### src/rtl/rv64g_l2_pkg.sv
// rv64g_l2_pkg: shared types and constants for the L2 MSHR sequencer.
// FSM state encoding, TileLink opcode values and the client-ID helper.
package rv64g_l2_pkg;

    localparam int L2_ADDR_W   = 64;
    localparam int L2_SOURCE_W = 6;
    localparam int L2_TYPE_W   = 3;
    localparam int L2_CORES    = 4;
    localparam int L2_CID_W    = $clog2(L2_CORES);
    localparam int L2_TMO_W    = 10;

    typedef enum logic [2:0] {
        ST_IDLE  = 3'd0,
        ST_DIR   = 3'd1,
        ST_DSET  = 3'd2,
        ST_PROBE = 3'd3,
        ST_WAIT  = 3'd4,
        ST_GRANT = 3'd5,
        ST_GACK  = 3'd6
    } l2_state_e;

    // TileLink channel opcodes
    localparam logic [L2_TYPE_W-1:0] TL_ACQUIRE_BLOCK = 3'd6;
    localparam logic [L2_TYPE_W-1:0] TL_ACQUIRE_PERM  = 3'd7;
    localparam logic [L2_TYPE_W-1:0] TL_PROBE         = 3'd6;
    localparam logic [L2_TYPE_W-1:0] TL_PROBE_ACK     = 3'd4;
    localparam logic [L2_TYPE_W-1:0] TL_GRANT         = 3'd4;
    localparam logic [L2_TYPE_W-1:0] TL_GRANT_DATA    = 3'd5;
    localparam logic [L2_TYPE_W-1:0] TL_GRANT_ACK     = 3'd0;

    // The client (core) ID lives in the top bits of the TileLink source.
    function automatic logic [L2_CID_W-1:0] src_to_cid(input logic [L2_SOURCE_W-1:0] src);
        return src[L2_SOURCE_W-1 -: L2_CID_W];
    endfunction

endpackage

### src/rtl/rv64g_l2_prio_enc.sv
// rv64g_l2_prio_enc: lowest-set-bit priority encoder with a found flag.
module rv64g_l2_prio_enc #(
    parameter int N     = 4,
    parameter int IDX_W = $clog2(N)
) (
    input  logic [N-1:0]     i_req,
    output logic [IDX_W-1:0] o_idx,
    output logic             o_found
);

    // Scan from the top down so the lowest set bit wins.
    always_comb begin
        o_idx   = '0;
        o_found = 1'b0;
        for (int i = N - 1; i >= 0; i--) begin
            if (i_req[i]) begin
                o_idx   = IDX_W'(i);
                o_found = 1'b1;
            end
        end
    end

endmodule

### src/rtl/rv64g_l2_mshr_ctrl.sv
// rv64g_l2_mshr_ctrl: sequencing FSM for one L2 MSHR entry
// (Acquire -> directory lookup -> probes -> Grant -> GrantAck -> dealloc).
// Optional probe timeout is compiled in with L2_MSHR_PROBE_TMO_EN.
//
// state | meaning
// IDLE  | entry free, Acquire accepted when the MSHR can allocate
// DIR   | one-cycle directory lookup request
// DSET  | load probe mask = sharers minus requester
// PROBE | issue probes on B, lowest pending un-issued core first
// WAIT  | all probes issued, wait for pending_probes to drain
// GRANT | Grant on D until accepted
// GACK  | wait for GrantAck, then free the entry
module rv64g_l2_mshr_ctrl
    import rv64g_l2_pkg::*;
#(
    parameter int ADDR_W   = L2_ADDR_W,
    parameter int SOURCE_W = L2_SOURCE_W,
    parameter int TYPE_W   = L2_TYPE_W,
    parameter int CORES    = L2_CORES,
    parameter int CID_W    = $clog2(CORES),
    parameter int TMO_W    = L2_TMO_W
) (
    input  logic                clk,
    input  logic                rst,
    input  logic                acq_valid_i,
    output logic                acq_ready_o,
    input  logic [ADDR_W-1:0]   acq_addr_i,
    input  logic [SOURCE_W-1:0] acq_source_i,
    input  logic [TYPE_W-1:0]   acq_type_i,
    output logic                mshr_alloc_req_o,
    input  logic                mshr_alloc_ready_i,
    output logic                mshr_set_probes_o,
    output logic [CORES-1:0]    mshr_probes_mask_o,
    output logic                mshr_probe_ack_o,
    output logic [CID_W-1:0]    mshr_probe_ack_id_o,
    input  logic [CORES-1:0]    mshr_pending_i,
    input  logic [SOURCE_W-1:0] mshr_source_i,
    output logic                mshr_dealloc_o,
    output logic                dir_req_o,
    input  logic [CORES-1:0]    dir_sharers_i,
    output logic                b_valid_o,
    input  logic                b_ready_i,
    output logic [CID_W-1:0]    b_core_o,
    input  logic                c_ack_valid_i,
    input  logic [CID_W-1:0]    c_ack_core_i,
    output logic                d_valid_o,
    input  logic                d_ready_i,
    output logic [SOURCE_W-1:0] d_source_o,
    input  logic                e_valid_i,
    output logic                busy_o,
    output logic                timeout_o
);

    l2_state_e        r_state;
    l2_state_e        w_state_nxt;
    logic [CORES-1:0] r_issued;
    logic [CORES-1:0] w_mask;
    logic [CORES-1:0] w_cand;
    logic [CORES-1:0] w_tgt_onehot;
    logic [CID_W-1:0] w_tgt_idx;
    logic             w_tgt_found;
    logic             w_last_probe;
    logic [CID_W-1:0] w_req_cid;
    logic             w_ack_hit;
    logic             w_tmo_hit;
    logic             w_unused;

    // Address and opcode travel with the MSHR entry; the sequencer never needs them.
    assign w_unused = ^{acq_addr_i, acq_type_i};

    assign w_req_cid    = src_to_cid(mshr_source_i);
    assign w_mask       = dir_sharers_i & ~(CORES'(1) << w_req_cid);
    assign w_cand       = mshr_pending_i & ~r_issued;
    assign w_tgt_onehot = CORES'(1) << w_tgt_idx;
    // Leave PROBE in the same cycle the final probe is accepted.
    assign w_last_probe = (w_cand & ~w_tgt_onehot) == '0;

    rv64g_l2_prio_enc #(
        .N     (CORES),
        .IDX_W (CID_W)
    ) u_prio_enc (
        .i_req   (w_cand),
        .o_idx   (w_tgt_idx),
        .o_found (w_tgt_found)
    );

    // ProbeAcks are forwarded in any active state, but only for cores still pending.
    assign w_ack_hit           = (r_state != ST_IDLE) && c_ack_valid_i && mshr_pending_i[c_ack_core_i];
    assign mshr_probe_ack_o    = w_ack_hit;
    assign mshr_probe_ack_id_o = w_ack_hit ? c_ack_core_i : '0;

    assign mshr_probes_mask_o = (r_state == ST_DSET) ? w_mask : '0;
    assign b_core_o           = b_valid_o ? w_tgt_idx : '0;
    assign d_source_o         = d_valid_o ? mshr_source_i : '0;
    assign busy_o             = (r_state != ST_IDLE);

`ifdef L2_MSHR_PROBE_TMO_EN
    logic [TMO_W-1:0] r_tmo_cnt;
    logic             r_timeout;

    // Down-counter loaded with all ones on entry to PROBE; reaching zero is the
    // same instant an up-counter from zero would saturate.
    assign w_tmo_hit = ((r_state == ST_PROBE) || (r_state == ST_WAIT)) && (r_tmo_cnt == '0);
    assign timeout_o = r_timeout;

    // Probe timer and sticky timeout flag.
    always_ff @(posedge clk) begin
        if (rst) begin
            r_tmo_cnt <= '1;
            r_timeout <= 1'b0;
        end else begin
            if ((r_state != ST_PROBE) && (w_state_nxt == ST_PROBE)) begin
                r_tmo_cnt <= '1;
            end else if (((r_state == ST_PROBE) || (r_state == ST_WAIT)) && (r_tmo_cnt != '0)) begin
                r_tmo_cnt <= r_tmo_cnt - 1'b1;
            end
            if (w_tmo_hit) begin
                r_timeout <= 1'b1;
            end
        end
    end
`else
    logic [TMO_W-1:0] w_unused_tmo;

    assign w_unused_tmo = '0;
    assign w_tmo_hit    = 1'b0;
    assign timeout_o    = 1'b0;
`endif

    // State register.
    always_ff @(posedge clk) begin
        if (rst) begin
            r_state <= ST_IDLE;
        end else begin
            r_state <= w_state_nxt;
        end
    end

    // Probes already handed to channel B for the current transaction.
    always_ff @(posedge clk) begin
        if (rst) begin
            r_issued <= '0;
        end else if (r_state == ST_DSET) begin
            r_issued <= '0;
        end else if (b_valid_o && b_ready_i) begin
            r_issued <= r_issued | w_tgt_onehot;
        end
    end

    // Next-state and handshake outputs.
    always_comb begin
        w_state_nxt       = r_state;
        acq_ready_o       = 1'b0;
        mshr_alloc_req_o  = 1'b0;
        dir_req_o         = 1'b0;
        mshr_set_probes_o = 1'b0;
        b_valid_o         = 1'b0;
        d_valid_o         = 1'b0;
        mshr_dealloc_o    = 1'b0;
        case (r_state)
            ST_IDLE: begin
                acq_ready_o = mshr_alloc_ready_i;
                if (acq_valid_i && mshr_alloc_ready_i) begin
                    mshr_alloc_req_o = 1'b1;
                    w_state_nxt      = ST_DIR;
                end
            end
            ST_DIR: begin
                dir_req_o   = 1'b1;
                w_state_nxt = ST_DSET;
            end
            ST_DSET: begin
                mshr_set_probes_o = 1'b1;
                w_state_nxt       = (w_mask == '0) ? ST_GRANT : ST_PROBE;
            end
            ST_PROBE: begin
                b_valid_o = w_tgt_found;
                if (w_tmo_hit) begin
                    w_state_nxt = ST_GRANT;
                end else if (!w_tgt_found) begin
                    w_state_nxt = ST_WAIT;
                end else if (b_ready_i && w_last_probe) begin
                    w_state_nxt = ST_WAIT;
                end
            end
            ST_WAIT: begin
                if (w_tmo_hit || (mshr_pending_i == '0)) begin
                    w_state_nxt = ST_GRANT;
                end
            end
            ST_GRANT: begin
                d_valid_o = 1'b1;
                if (d_ready_i) begin
                    w_state_nxt = ST_GACK;
                end
            end
            ST_GACK: begin
                if (e_valid_i) begin
                    mshr_dealloc_o = 1'b1;
                    w_state_nxt    = ST_IDLE;
                end
            end
            default: begin
                w_state_nxt = ST_IDLE;
            end
        endcase
    end

endmodule
### config.mk
export PLATFORM = sky130hd
export DESIGN_NAME = rv64g_l2_mshr_ctrl
export DESIGN_NICKNAME = d
export VERILOG_FILES = /design/src/rtl/rv64g_l2_pkg.sv /design/src/rtl/rv64g_l2_prio_enc.sv /design/src/rtl/rv64g_l2_mshr_ctrl.sv
export SDC_FILE = /design/constraint.sdc
export NUM_CORES = 1
export LEC_CHECK = 0
export CAP_MARGIN = 15
export CORE_ASPECT_RATIO = 1.5
export CORE_MARGIN = 2
export CORE_UTILIZATION = 20
export DETAILED_ROUTE_END_ITERATION = 10
export HOLD_SLACK_MARGIN = 0.15
export PLACE_DENSITY = 0.77
export SLEW_MARGIN = 10
export SYNTH_ARGS = -nofsm -noshare
export SYNTH_HDL_FRONTEND = slang
export SYNTH_HIERARCHICAL = 1
export SYNTH_SLANG_ARGS = --single-unit
### constraint.sdc
create_clock -name clk -period 2.1 [get_ports clk]
set_clock_uncertainty 0.2 [all_clocks]
set_input_delay 0.42 -clock clk [delete_from_list [all_inputs] [get_ports clk]]
set_output_delay 0.42 -clock clk [all_outputs]
set_load 0.1 [all_outputs]
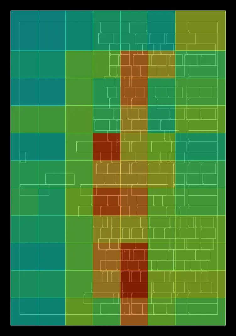
Figure 1: run 1, congestion heat map.
met3 usage in global routing: 3.20%
GR met2 Demand/Resource: 24.9%

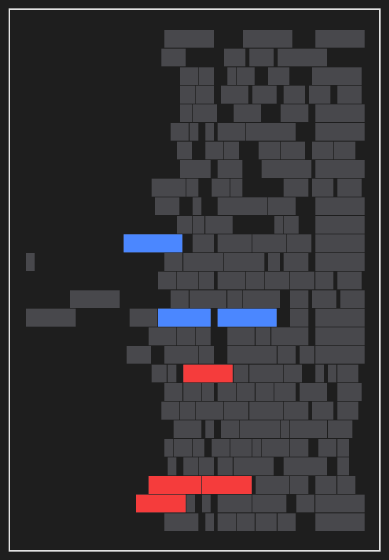
Figure 2: run 1, sequential cells coloured by netlist name.
Other cells in grey.
- red: r_issued (flops 4; where south)
- blue: r_state (flops 3)

==> qor.json, run 1 <==
{
  "power": {
    "power.density_mw_per_mm2": 985,
    "power.leakage_nw": 0.808,
    "worst_ir_drop_on_vdd_mv": 0.938
  },
  "min_path": {
    "min_path_type": "reg2reg"
  },
  "setup_path": {
    "cpMaxStageDelayCell": "dfxtp_2",
    "critical_path_peak_fanout": 3,
    "worst-endpoint-arrival_ps": 1620,
    "worstSetupStartpointType": "register",
    "worst_setup_ep_type": "primary output",
    "timing.critical_path.required_ps": 1480
  },
  "cells_and_area": {
    "nets": 278,
    "post_route_cells_drive_above_1_share_pct": 62.2,
    "area_growth_pct": 160,
    "antenna_cells_inserted": 0
  },
  "global_routing": {
    "grt_pass1_vias": 1032,
    "global_route_wire_length_before_repair_um": 4260,
    "grt_overflow_total": 0,
    "pin_count_of_the_biggest_net_entering_global_routing": 10,
    "grt_antenna_before_repair": 0
  },
  "die": {
    "design.core.area_mm2": 0.00365,
    "fp.dieH_um": 79.0,
    "ioPinCount": 121,
    "die_w_um": 54.0,
    "placementRows": 27
  },
  "clock_network": {
    "cts-hold-fix-buffers": 0,
    "clkSinkCount": 7,
    "ctsLongestPathBuffers": 2,
    "tritoncts": "done",
    "clock_tree.root_cell": "clkbuf_8"
  },
  "route": {
    "number_of_vias_in_the_routed_layout": 1024,
    "drc_errors": 0,
    "dr.pass1.iters": 2,
    "initialDrtViolationCount": 3,
    "final_antenna_net_count": 0,
    "wire_per_inst_um": 12.4
  },
  "outcome": {
    "status": "finished, violations left",
    "failing_checks": "setup timing"
  },
  "timing": {
    "final.period_utilization_pct": 107,
    "final.min_clock_period_ps": 2240,
    "postLayoutSetupSlackWorst_ps": -137,
    "worst_hold_slack_ps": 279,
    "fmax_mhz": 447,
    "setup-violations-final": 6
  },
  "yosys": {
    "synthArstFlopShare_pct": 0,
    "ys_cells": 101,
    "post_synth_instance_area_um2": 751,
    "post_synth_inst_count": 101,
    "postSynthSeqShare_pct": 18.7,
    "enable_flop_cells": 0,
    "numSynthFlops": 7,
    "synth_nets": 198
  },
  "job": {
    "number_of_warning_messages_in_the_logs": 102,
    "timing.max_cap.violations": 0
  },
  "placed_design": {
    "gp_congestion": 0.856,
    "hpwlAfterDp_um": 2070,
    "portBuffers": 46
  }
}
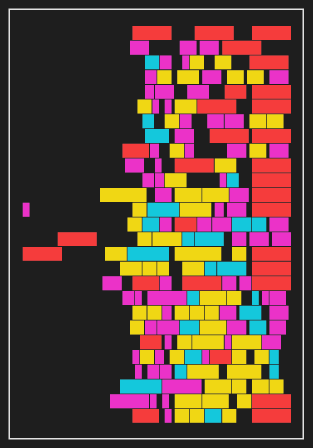
Figure 3: run 1, cells by drive strength.
- red: drive 6 and up (cells 30; most used buf_12)
- cyan: drive 2 (cells 24; most used nor2_2)
- magenta: drive 1 or less (cells 68; most used clkdlybuf4s50_1)
- yellow: drive 3 to 4 (cells 58; most used buf_4)

==> run 1: cell usage after synthesis (2+ instances only) <==
cell	number	area [um^2]
a21oi_1	3	15.0
a31oi_1	4	25.0
and2_1	9	56.3
and3_1	4	25.0
buf_4	2	15.0
dfxtp_1	7	140
inv_1	6	22.5
mux2i_1	2	20.0
nand2_1	5	18.8
nand2b_1	7	43.8
nor2_1	14	52.6
nor2b_1	4	25.0
nor3_1	5	25.0
o21ai_0	5	25.0
==> run 1: metrics by stage <==
| step | cell area (um^2) | power (W) | cells | setup WS [ps] | util [%] |
|---|---|---|---|---|---|
| final | 1950 | 0.00192 | 223 | -137 | 53.5 |
| after global routing | 1950 | 0.00200 | 223 | -198 | 53.5 |
| after CTS | 1910 | 0.00192 | 223 | -89.5 | 52.5 |
| after detailed placement | 1780 | 0.00168 | 210 | -557 | 48.7 |
| after global placement | 1780 | 0.00167 | 210 | -508 | 48.7 |
| after floorplan | 890 | 0.00117 | 101 | -423 | - |
==> run 1: flip-flops by register name (all words and copies together) (netlist names) <==
signal    flops
r_issued      4
r_state       3
==> run 1: report_power, final <==
group | total (W) | internal (W) | switching [W] | leakage (nW)
clock | 0.000200 | 0.000132 | 0.0000680 | 0.0228
sequential | 0.000229 | 0.000168 | 0.0000610 | 0.0591
combinational | 0.00149 | 0.000595 | 0.000900 | 0.726
==> run 1: metal layers <==
layer	global-route usage, %	vias to the layer above	part of all wire [%]
met1	12.9	462	36
met5	0	-	0
met3	3.20	6	8.8
li1	-	517	-
met4	8.00	0	2.1
met2	24.9	39	53
==> run 1: worst paths after layout <==
path,startpoint,endpoint,slack [ps],cells after the start
hold reg to reg,r_issued[2],r_issued[2],280,2
setup reg to reg,r_issued[2],r_state[1],-130,9
hold / removal,r_issued[2],r_issued[2],280,2
setup / recovery,r_issued[2],b_core_o[0],-140,7
==> run 1: worst max-delay path: cells and delay by family, from the launching register on <==
kind                   cells  cell delay, ps
and+or+nand+nor            3             520
buffers and inverters      3             390
DFF                        1             330
AOI/OAI and AO/OA          1             140
==> run 1: logic make-up after synthesis <==
family / Yosys count / synth area share, %
buffers and inverters: 9 / 5.67
other: 1 / 0.500
AOI/OAI and AO/OA: 24 / 25.2
muxes: 5 / 7.67
and+or+nand+nor: 55 / 42.3
DFF: 7 / 18.7
==> run 1: final cells by class <==
| class | count | area (um^2) | area share, % |
|---|---|---|---|
| flip-flops and latches | 7 | 150 | 7.69 |
| clock buffers | 4 | 45.0 | 2.31 |
| repair buffers | 78 | 930 | 47.6 |
| multi-input cells | 85 | 749 | 38.4 |
| inverters | 6 | 25.0 | 1.28 |
| well taps | 43 | 53.8 | 2.75 |
==> run 1: repair_timing <==
action,CTS,global route
endpoints found under the setup margin,17,11
pin swaps,9,6
gates resized,28,9
setup buffers,9,0
==> run 1: layout by cell type (no fill, tap or decap), types with 3 or more instances in the layout <==
cell type,count
buf_4,28
buf_12,23
clkdlybuf4s50_1,15
and2_4,7
nor2_1,7
nor2_4,5
dlygate4sd2_1,5
nand2b_4,4
inv_1,4
nand2b_1,4
o21ai_0,4
a31oi_1,4
buf_6,4
nor2_2,3
nand2_1,3
nor2b_4,3
clkbuf_8,3
dfxtp_1,3
## Run 2: what changed since run 1
--- a/config.mk
+++ b/config.mk
@@ -10,6 +10,7 @@
 export CORE_MARGIN = 2
 export CORE_UTILIZATION = 20
 export DETAILED_ROUTE_END_ITERATION = 10
+export GPL_ROUTABILITY_DRIVEN = 0
 export HOLD_SLACK_MARGIN = 0.15
 export PLACE_DENSITY = 0.77
 export SLEW_MARGIN = 10
==> constraint.sdc (replaced) <==
create_clock -name clk -period 2.1 [get_ports clk]
set_clock_uncertainty 0.2 [all_clocks]
set_input_delay 0.42 -clock clk [delete_from_list [all_inputs] [get_ports clk]]
set_output_delay 0.42 -clock clk [all_outputs]
set_load 0.01 [all_outputs]
==> qor.json, run 2 <==
{
  "clock_network": {
    "ctsLongestPathBuffers": {"value": 2, "change": "unchanged"},
    "clock_tree.root_cell": "clkbuf_8",
    "clkSinkCount": {"value": 7, "change": "unchanged"}
  },
  "timing": {
    "postLayoutSetupSlackWorst": {"value": -115, "unit": "ps", "change": "+22.1 ps"},
    "final.min_clock_period": {"value": 2220, "unit": "ps", "change": "-22.1 ps"},
    "setup-violations-final": {"value": 6, "change": "unchanged"},
    "final.period_utilization": {"value": 105, "unit": "%", "change": "-1.1 points"}
  },
  "yosys": {
    "post_synth_inst_count": {"value": 101, "change": "unchanged"},
    "synth_nets": {"value": 198, "change": "unchanged"},
    "post-synth-top-count-cell": "nor2_1",
    "topCellsByArea": "dfxtp_1 19%, and2_1 7.5%, nor2_1 7.0%"
  },
  "setup_path": {
    "timing.critical_path.required": {"value": 2020, "unit": "ps", "change": "+540 ps"},
    "worstSetupStartpointType": "register",
    "r2r_slack": {"value": -120, "unit": "ps", "change": "about the same"},
    "worst_reg2reg_path_length_in_cells": {"value": 8, "change": "-1"},
    "worst_setup_ep_type": "register",
    "critical_path_peak_fanout": {"value": 3, "change": "unchanged"}
  },
  "global_routing": {
    "grt_overflow_total": {"value": 0, "change": "unchanged"},
    "pin_count_of_the_biggest_net_entering_global_routing": {"value": 8, "change": "-2"},
    "global_route_wire_length_before_repair": {"value": 4980, "unit": "um", "change": "+17%"},
    "grt_antenna_before_repair": {"value": 0, "change": "unchanged"}
  },
  "placed_design": {
    "placed_area": {"value": 0.00154, "unit": "mm^2", "change": "-13%"}
  },
  "route": {
    "final_antenna_net_count": {"value": 0, "change": "unchanged"},
    "dr.pass1.iters": {"value": 4, "change": "+2"},
    "wire_per_inst": {"value": 13.4, "unit": "um", "change": "+8.2%"}
  },
  "cells_and_area": {
    "nets": {"value": 293, "change": "+5.4%"},
    "layout_top_cell": "buf_4",
    "antenna_cells_inserted": {"value": 0, "change": "unchanged"},
    "area_growth_pct": 129,
    "biggestRegsByFlops": "r_issued x4, r_state x3",
    "largest_reg_flops": {"value": 4, "change": "unchanged"},
    "mi_logic_area": {"value": 673, "unit": "um^2", "change": "-10%"}
  },
  "power": {
    "worst_ir_drop_on_vdd": {"value": 0.357, "unit": "mV", "change": "-62%"}
  },
  "die": {
    "die_w": {"value": 54.0, "unit": "um", "change": "unchanged"},
    "fp.dieH": {"value": 79.0, "unit": "um", "change": "unchanged"},
    "ioPinCount": {"value": 121, "change": "unchanged"}
  },
  "min_path": {
    "min_to": "r_issued[3]"
  },
  "outcome": {
    "failing_checks": "setup timing",
    "status": "finished, violations left"
  },
  "job": {
    "number_of_warning_messages_in_the_logs": {"value": 102, "change": "unchanged"}
  }
}
## run 2: cell counts after synthesis
No cell type changed its count.
## run 2: layout make-up
type,count,share of cell area [%]
Multi-Input combinational cell,85,39.2
Timing Repair Buffer,93,45.2
Tap cell,43,3.13
Inverter,6,1.46
Sequential cell,7,8.45
Clock buffer,4,2.62
## run 2: critical path, delay by kind of cell (launching register included)
kind / cells / cell delay [ps]
DFF: 1 / 320
muxes: 1 / 320
and+or+nand+nor: 3 / 560
AOI/OAI and AO/OA: 4 / 690
## run 2: logic make-up after synthesis
group	after synthesis	share of synthesized area, %
multiplexers	5	7.67
flip-flops	7	18.7
buffers and inverters	9	5.67
other	1	0.500
AND/OR/NAND/NOR	55	42.3
AND-OR/OR-AND	24	25.2
## run 2: worst max path at each step
stage / startpoint / end / slack [ps] / cells past startpoint
after floorplan: mshr_pending_i[2] / r_state[1] / -20 / 8
after detailed placement: mshr_pending_i[2] / b_core_o[1] / -640 / 9
final: r_issued[2] / r_state[1] / -120 / 8
after global placement: mshr_pending_i[1] / b_core_o[0] / -610 / 7
after global routing: r_issued[2] / r_state[0] / -180 / 9
after CTS: r_issued[2] / r_state[1] / -60 / 8
## run 2: what timing repair did
action,CTS,global route
buffers inserted,7,5
pin swaps,11,14
setup endpoints to repair,26,17
gates resized,73,26
## run 2: metrics by stage
| step | util [%] | hold WS [ps] | total power (W) | cells |
|---|---|---|---|---|
| after floorplan | - | 230 | 0.000537 | 101 |
| after global placement | 42.1 | 261 | 0.000957 | 222 |
| after detailed placement | 42.1 | 272 | 0.000964 | 222 |
| after CTS | 45.5 | 340 | 0.00118 | 233 |
| after global routing | 47.1 | 315 | 0.00134 | 238 |
| final | 47.1 | 313 | 0.00126 | 238 |
## run 2: power breakdown
group | total, W | leakage [nW] | switching, W | internal, W
sequential | 0.000200 | 0.0586 | 0.0000409 | 0.000159
clock | 0.000193 | 0.0228 | 0.0000612 | 0.000132
combinational | 0.000864 | 0.783 | 0.000372 | 0.000492
total | 0.00126 | 0.864 | 0.000474 | 0.000782
## run 2: per-layer routing
metal,part of all wire (%),track usage [%],vias up
met3,8.8,4.51,5
met2,50,27.8,52
li1,-,-,545
met5,0,0,-
met1,39,17.7,484
met4,1.4,6.50,0
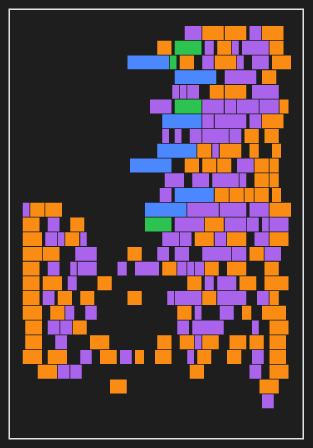
Figure 4: run 2, cell classes on the final placement.
- orange: other buffers and delay cells (cells 93)
- green: clock drivers and dummy loads (cells 4)
- blue: flip-flops (cells 7)
- purple: all other logic (cells 91)
cell area after layout: 0.00172 mm^2
core footprint: 0.00365 mm^2
flop share of the area: 8.45%
core utilization of the finished layout: 47.1%

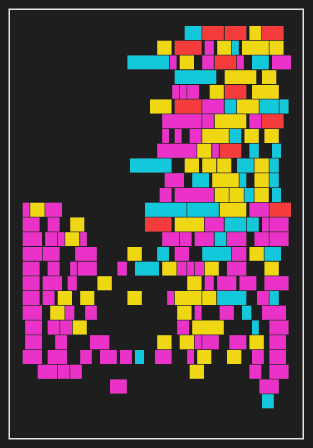
Figure 5: run 2, cells by drive strength.
- cyan: drive 2 (cells 34; most used buf_2)
- magenta: drive 1 or less (cells 97; most used dlygate4sd2_1)
- red: drive 6 and up (cells 11; most used buf_6)
- yellow: drive 3 to 4 (cells 53; most used buf_4)

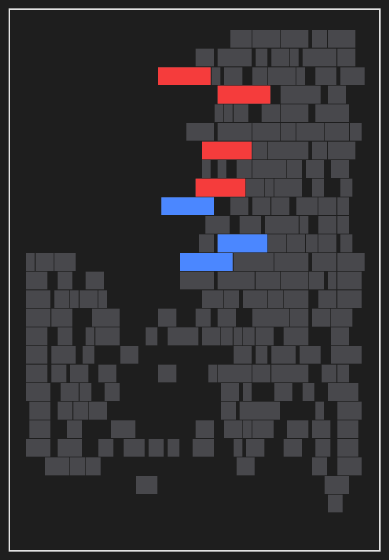
Figure 6: run 2, sequential cells coloured by netlist name.
Other cells in grey.
- blue: r_state (flops 3)
- red: r_issued (flops 4; where north)

## Run 3: what changed since run 2
--- a/config.mk
+++ b/config.mk
@@ -9,6 +9,7 @@
 export CORE_ASPECT_RATIO = 1.5
 export CORE_MARGIN = 2
 export CORE_UTILIZATION = 20
+export CTS_CLUSTER_SIZE = 16
 export DETAILED_ROUTE_END_ITERATION = 10
 export GPL_ROUTABILITY_DRIVEN = 0
 export HOLD_SLACK_MARGIN = 0.15
==> qor.json, run 3 <==
{
  "die": {
    "design.core.area": {"value": 0.00365, "unit": "mm^2", "change": "unchanged"},
    "die_w": {"value": 54.0, "unit": "um", "change": "unchanged"},
    "initCoreUtil_pct": 20.6,
    "fp.dieH": {"value": 79.0, "unit": "um", "change": "unchanged"},
    "placementRows": 27,
    "ioPinCount": {"value": 121, "change": "unchanged"}
  },
  "yosys": {
    "synth_top_flop_cell": "dfxtp_1",
    "topCellsByArea": "dfxtp_1 19%, and2_1 7.5%, nor2_1 7.0%",
    "synth_nets": {"value": 198, "change": "unchanged"},
    "post_synth_instance_area_um2": 751,
    "post_synth_inst_count": {"value": 101, "change": "unchanged"},
    "synthArstFlopShare_pct": 0,
    "enable_flop_cells": 0,
    "synth.yosys.warnings": 6,
    "yosysTopAreaCell": "dfxtp_1",
    "postSynthAreaPerCell_um2": 7.43,
    "post-synth-top-count-cell": "nor2_1",
    "synth_cell_type_count": 38
  },
  "cells_and_area": {
    "sequential_cell_area_in_the_final_layout_um2": 145,
    "post_route_cells_drive_above_1_share_pct": 50.3,
    "antenna_cells_inserted": {"value": 0, "change": "unchanged"},
    "layout_top_cell": "buf_4",
    "final_area": {"value": 0.00172, "unit": "mm^2", "change": "unchanged"},
    "mi_logic_area": {"value": 673, "unit": "um^2", "change": "unchanged"},
    "nets": {"value": 293, "change": "unchanged"},
    "num-fill-cells": 357,
    "largest_reg_flops": {"value": 4, "change": "unchanged"},
    "lay_top_cells": "40 x buf_4, 16 x dlygate4sd2_1, 15 x clkdlybuf4s50_1, 11 x nor2_1, 9 x and2_1",
    "biggestRegsByFlops": "r_issued x4, r_state x3"
  },
  "timing": {
    "grt_setup_unrepaired": "true",
    "final.min_clock_period": {"value": 2220, "unit": "ps", "change": "unchanged"},
    "final_max_slew_viols": 0,
    "final.period_utilization": {"value": 105, "unit": "%", "change": "unchanged"},
    "setup-violations-final": {"value": 6, "change": "unchanged"},
    "postLayoutSetupSlackWorst": {"value": -115, "unit": "ps", "change": "unchanged"}
  },
  "power": {
    "power_frac_clock": {"value": 15.3, "unit": "%", "change": "about the same"},
    "power_switching": {"value": 0.000474, "unit": "W", "change": "unchanged"},
    "combPwrFrac": {"value": 68.8, "unit": "%", "change": "about the same"},
    "switching_share": {"value": 37.7, "unit": "%", "change": "unchanged"},
    "seq_power_share": {"value": 15.9, "unit": "%", "change": "about the same"},
    "power.leakage_nw": 0.864,
    "worst_ir_drop_on_vdd": {"value": 0.357, "unit": "mV", "change": "unchanged"},
    "power.density_mw_per_mm2": 731,
    "p_int": {"value": 0.000782, "unit": "W", "change": "unchanged"},
    "power": {"value": 0.00126, "unit": "W", "change": "unchanged"}
  },
  "clock_network": {
    "cts.reportedPaths.clkPinSlew_ps": 40,
    "cts-hold-fix-buffers": 0,
    "cts_buf_count": 3,
    "clkSinkCount": {"value": 7, "change": "unchanged"},
    "ctsLongestPathBuffers": {"value": 2, "change": "unchanged"},
    "clock_tree.root_cell": "clkbuf_8"
  },
  "min_path": {
    "hp-start": "r_issued[3]",
    "min_to": "r_issued[3]",
    "min_path_type": "reg2reg"
  },
  "global_routing": {
    "global_route_wire_length_before_repair": {"value": 4980, "unit": "um", "change": "unchanged"},
    "grt_overflow_total": {"value": 0, "change": "unchanged"},
    "gr-usage-all-layers_pct": 16.1,
    "pin_count_of_the_biggest_net_entering_global_routing": {"value": 8, "change": "unchanged"},
    "grt_antenna_before_repair": {"value": 0, "change": "unchanged"}
  },
  "setup_path": {
    "cpLargestDelayFamily": "AND-OR/OR-AND gates",
    "worst_reg2reg_path_length_in_cells": {"value": 8, "change": "unchanged"},
    "critical_path_peak_fanout": {"value": 3, "change": "unchanged"},
    "critical-path-top-cell-by-count": "nand2b_4",
    "worstSetupStartpointType": "register",
    "critPathBufInv": {"value": 0, "change": "unchanged"},
    "r2r_slack": {"value": -120, "unit": "ps", "change": "about the same"},
    "timing.setup.critical_path_class": "reg2reg",
    "timing.critical_path.required": {"value": 2020, "unit": "ps", "change": "about the same"},
    "worst_setup_ep_type": "register"
  },
  "route": {
    "final_antenna_net_count": {"value": 0, "change": "unchanged"},
    "dr.pass1.iters": {"value": 4, "change": "unchanged"},
    "initialDrtViolationCount": 35
  },
  "job": {
    "number_of_warning_messages_in_the_logs": {"value": 102, "change": "unchanged"}
  },
  "placed_design": {
    "pre_cts_slack_ps": -641,
    "placed_area": {"value": 0.00154, "unit": "mm^2", "change": "unchanged"}
  },
  "outcome": {
    "status": "finished, violations left",
    "failing_checks": "setup timing"
  }
}
[run 3: cell counts after synthesis]
Identical to the previous run, type by type.
[run 3: layout make-up]
class / instances / area share (%)
Multi-Input combinational cell: 85 / 39.2
Inverter: 6 / 1.46
Timing Repair Buffer: 93 / 45.2
Clock buffer: 4 / 2.62
Sequential cell: 7 / 8.45
Tap cell: 43 / 3.13
[run 3: worst max-delay path by stage]
stage                                  from           to  cells after the start
after floorplan           mshr_pending_i[2]   r_state[1]                      8
after global routing            r_issued[2]   r_state[0]                      9
after CTS                       r_issued[2]   r_state[1]                      8
final                           r_issued[2]   r_state[1]                      8
after detailed placement  mshr_pending_i[2]  b_core_o[1]                      9
after global placement    mshr_pending_i[1]  b_core_o[0]                      7
[run 3: cells by family (layout without fill, tap and decap cells)]
kind of cell,after synthesis,after routing,share of synthesized area (%)
and+or+nand+nor,55,55,42.3
DFF,7,7,18.7
muxes,5,5,7.67
other,1,1,0.500
AOI/OAI and AO/OA,24,24,25.2
buffers and inverters,9,103,5.67
[run 3: layer usage]
layer,global-route usage [%],wire (um),vias to the layer above
met3,4.51,280,5
met1,17.7,1260,484
met4,6.50,44,0
met2,27.8,1610,52
met5,0,0,-
li1,-,-,545
[run 3: tightest hold or removal path, stage by stage, from the launching register on]
cell and delay [ps]:
dfxtp_2 350, a31oi_1 50, nor2_1 70
[run 3: power by group through the flow]
stage | clock, W | combinational (W) | sequential, W
2_1_floorplan | 0 | 0.000352 | 0.000185
3_3_place_gp | 0 | 0.000769 | 0.000188
3_5_place_dp | 0 | 0.000775 | 0.000189
4_1_cts | 0.000194 | 0.000795 | 0.000191
5_1_grt | 0.000200 | 0.000939 | 0.000204
6_report | 0.000193 | 0.000864 | 0.000200
[run 3: timing repair]
| item | 4_1_cts | 5_1_grt |
|---|---|---|
| pin swaps | 11 | 14 |
| setup buffers | 7 | 5 |
| resized | 73 | 26 |
| setup endpoints to repair | 26 | 17 |
[run 3: stage by stage]
stage	hold WS, ps	instances	util [%]
finish	313	238	47.1
global route	315	238	47.1
CTS	340	233	45.5
detailed placement	272	222	42.1
global placement	261	222	42.1
floorplan	230	101	-
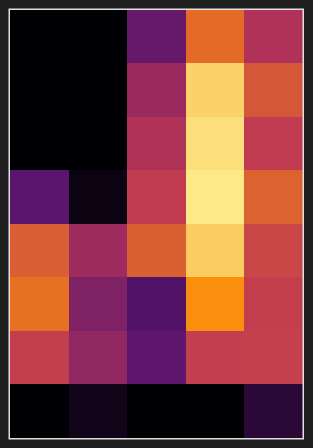
Figure 7: run 3, placement density heat map.
The die is cut into 5 by 8 equal tiles; black is low, pale yellow is high, 0 to 100% covered.
- nearly empty tiles: 23%
- fullest tile: 95%
- mean over tiles: 39%

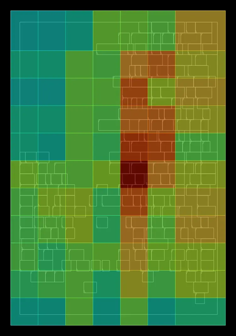
Figure 8: run 3, congestion heat map.
GR met2 Demand/Resource: 27.8%
GR peak layer: met2
met3 usage in global routing: 4.51%
post-detailed-route wirelength per cell: 13.4 um
M1 GR Usage: 17.7%

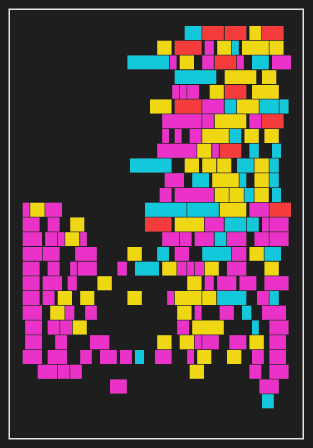
Figure 9: run 3, cells by drive strength.
- red: drive 6 and up (cells 11; most used buf_6)
- magenta: drive 1 or less (cells 97; most used dlygate4sd2_1)
- yellow: drive 3 to 4 (cells 53; most used buf_4)
- cyan: drive 2 (cells 34; most used buf_2)
non-clock buffer instance count of the final layout: 93
final worst slack: -115 ps
Layout area overhead: 129%

Power is estimated from default activity; no workload was simulated.
